==> images/layers.png <==
Drawn at 6 px/µm. Two of the layers only.
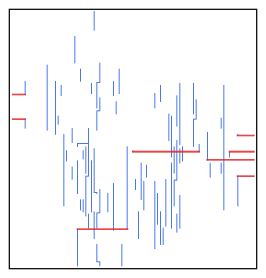
==> images/pinout.png <==
Drawn at 8 px/µm. Pins as bars across the die edge, other pins in grey.
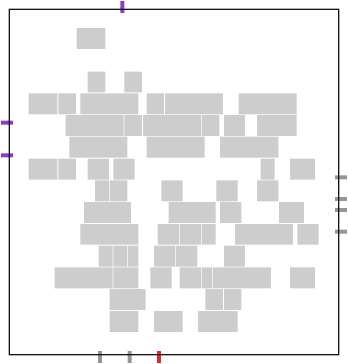
--- config.mk ---
export PLATFORM = sky130hd
export DESIGN_NAME = and_n_qualified
export DESIGN_NICKNAME = d
export VERILOG_FILES = /design/src/rtl/and_n_qualified.sv
export SDC_FILE = /design/constraint.sdc
export NUM_CORES = 1
export LEC_CHECK = 0
export CORE_AREA = 2 2 39 41
export CTS_CLUSTER_DIAMETER = 200
export CTS_CLUSTER_SIZE = 20
export DETAILED_ROUTE_END_ITERATION = 6
export DIE_AREA = 0 0 41 43
export PLACE_DENSITY = 0.62
export SLEW_MARGIN = 20
export SYNTH_ARGS = -nofsm -noshare
export SYNTH_HDL_FRONTEND = slang
export SYNTH_SLANG_ARGS = --single-unit
export TNS_END_PERCENT = 20
--- constraint.sdc ---
create_clock -name clk -period 1.3 [get_ports clk]
set_input_delay 0.26 -clock clk [delete_from_list [all_inputs] [get_ports clk]]
set_output_delay 0.26 -clock clk [all_outputs]
set_load 0.01 [all_outputs]
--- src/rtl/and_n_qualified.sv ---
// rtl/and_n_qualified.sv - N-input AND with input synchronisers, qualification filter and edge pulses
module and_n_qualified #(
    parameter int N           = 3,
    parameter int QUAL        = 4,
    parameter int SYNC_STAGES = 2,
    parameter int INVERT      = 0
) (
    input  logic         clk,
    input  logic         rst_n,
    input  logic         en,
    input  logic [N-1:0] in,
    output logic         y,
    output logic         y_rise,
    output logic         y_fall,
    output logic         raw
);

    localparam int CW = $clog2(QUAL + 1);
    localparam logic [CW-1:0] CNT_LAST = CW'(QUAL - 1);
    localparam logic [CW-1:0] CNT_ONE  = CW'(1);
    localparam logic [0:0] ST_LOW  = 1'b0;
    localparam logic [0:0] ST_HIGH = 1'b1;
    localparam logic INV = (INVERT != 0);

    logic [N-1:0]  in_s;
    logic [0:0]    q_state;
    logic [CW-1:0] cnt;
    logic          disagree;
    logic          last_sample;

    generate
        if (SYNC_STAGES == 0) begin : g_nosync
            assign in_s = in;
        end else begin : g_sync
            logic [N-1:0] stage [SYNC_STAGES];

            // Synchroniser chain; keeps clocking even while qualification is frozen
            always_ff @(posedge clk) begin
                if (!rst_n) begin
                    for (int i = 0; i < SYNC_STAGES; i++) begin
                        stage[i] <= '0;
                    end
                end else begin
                    stage[0] <= in;
                    for (int i = 1; i < SYNC_STAGES; i++) begin
                        stage[i] <= stage[i-1];
                    end
                end
            end

            assign in_s = stage[SYNC_STAGES-1];
        end
    endgenerate

    assign raw         = &in_s;
    assign disagree    = (raw != q_state[0]);
    assign last_sample = (cnt == CNT_LAST);

    // Qualification: a disagreement must persist for QUAL enabled samples before
    // the state flips; any agreeing sample throws the partial run away
    always_ff @(posedge clk) begin
        if (!rst_n) begin
            q_state <= ST_LOW;
            cnt     <= '0;
            y_rise  <= 1'b0;
            y_fall  <= 1'b0;
        end else begin
            y_rise <= 1'b0;
            y_fall <= 1'b0;
            if (en) begin
                if (!disagree) begin
                    cnt <= '0;
                end else if (last_sample) begin
                    cnt     <= '0;
                    q_state <= (q_state == ST_HIGH) ? ST_LOW : ST_HIGH;
                    y_rise  <= (q_state == ST_LOW);
                    y_fall  <= (q_state == ST_HIGH);
                end else begin
                    cnt <= cnt + CNT_ONE;
                end
            end
        end
    end

    assign y = q_state[0] ^ INV;

endmodule

==> results.json <==
{
  "status": "completed",
  "dp_hpwl_um": 528,
  "grt_pass1_wl_mm": 1.23,
  "grt_pass1_vias": 288,
  "sw_frac_of_total": 0.191,
  "cp.arrival_ns": 1.33,
  "drive_gt1_frac": 0.293,
  "synthToLayoutAreaGrowth_pct": 41.2,
  "drt_wl_total_um": 700,
  "top_layer": "met3",
  "fp.dieH_um": 43,
  "p_seq_frac": 0.534,
  "core_area_um2": 1380,
  "ff_latch_area_um2": 240,
  "fp_util": 0.320,
  "tns_ns": 0,
  "clock_sinks": 12,
  "die_w_um": 41,
  "power_frac_clock": 0.412,
  "met3_usage": 0.0628,
  "edf_count": 0,
  "portBuffers": 9,
  "peakVddDrop_uv": 634,
  "wl_met2_um": 353,
  "crit_family": "simple AND/OR/NAND/NOR gates",
  "crit_required_ns": 1.47,
  "final_core_util": 0.452,
  "comb_power_share": 0.055,
  "syn_nets": 47,
  "clock_insertion_delay_worst_skew_ns": 0.27,
  "critPathLaunchType": "flip-flop",
  "grt_setup_unrepaired": "false",
  "dr_wl_met3_um": 40,
  "vias": 329,
  "mi_logic_area_um2": 191,
  "finalCritPeriodShare": 0.892,
  "clockBufferDepth": 2,
  "yosys.area.top_type": "dfxtp_1",
  "antennaDiodeCount": 0,
  "ys_seq_frac": 0.542,
  "cts_hold_buf": 0,
  "power_w": 0.000706,
  "die_area_um2": 1760,
  "synth.distinct_cells": 21,
  "syn_inst": 40,
  "finalMaxSlewViolations": 0,
  "final_hold_viol_count": 0,
  "cts_setup_buffers": 0,
  "path_cells": "ha_1 > nor2b_4 > and3_2 > o21a_1",
  "routedWlPerCell_um": 9.46,
  "first_pass_iters": 2,
  "cp-end-kind": "flip-flop",
  "top_cell": "dfxtp_1",
  "fin_worst_skew_ns": 0.00182,
  "grtUsageTotal": 0.110,
  "final_nets": 66,
  "place_congestion": 0.774
}
About layers.png:
colour	layer	wire length
red	M3	40.5 µm
blue	M2	354 µm

About pinout.png:
colour	port	pins	direction	edge
red	rst_n	1	input	south
purple	in	3	input	2 west, 1 north

==> cells by family (layout without fill, tap and decap cells) <==
family,Yosys count,after routing,synth area share
buffers and inverters,3,21,0.0424
and+or+nand+nor,18,18,0.254
DFF,12,12,0.542
xor gates and xnor gates,1,1,0.0367
AOI/OAI and AO/OA,5,5,0.0961
adders and majority gates,1,1,0.0282
==> state kept, by name, indices dropped and copies added, names as in the netlist <==
name and count:
g_sync.stage 6, cnt 3, y 1, y_fall 1, y_rise 1
==> layout make-up <==
type,instances,area share
Clock buffer,4,0.0580
Inverter,1,0.00600
Multi-Input combinational cell,25,0.306
Sequential cell,12,0.384
Tap cell,16,0.0320
Timing Repair Buffer,16,0.214
==> power by group through the flow <==
stage	logic, W	clock network, W	registers [W]
after floorplan	0.0000112	0	0.000385
after global placement	0.0000383	0	0.000386
after detailed placement	0.0000389	0	0.000386
after CTS	0.0000390	0.000300	0.000377
after global routing	0.0000426	0.000317	0.000378
final	0.0000385	0.000291	0.000377
==> per-stage QoR <==
stage | hold WS [ns] | instance area, µm² | cells
2_1_floorplan | 0.374 | 443 | 40
3_3_place_gp | 0.418 | 591 | 70
3_5_place_dp | 0.418 | 591 | 70
4_1_cts | 0.436 | 624 | 74
5_1_grt | 0.456 | 626 | 74
6_report | 0.434 | 626 | 74
==> worst paths after layout <==
| kind | end | slack, ns | depth (start not counted) | startpoint |
|---|---|---|---|---|
| worst max-delay path | y | 0.14 | 4 | cnt[0] |
| worst min-delay path | g_sync.stage[0][3] | 0.43 | 1 | g_sync.stage[0][0] |
| worst max register to register | y | 0.14 | 4 | cnt[0] |
| worst min register to register | g_sync.stage[0][3] | 0.43 | 1 | g_sync.stage[0][0] |
Power figures rest on the tool's default switching activity, not on a simulated workload.
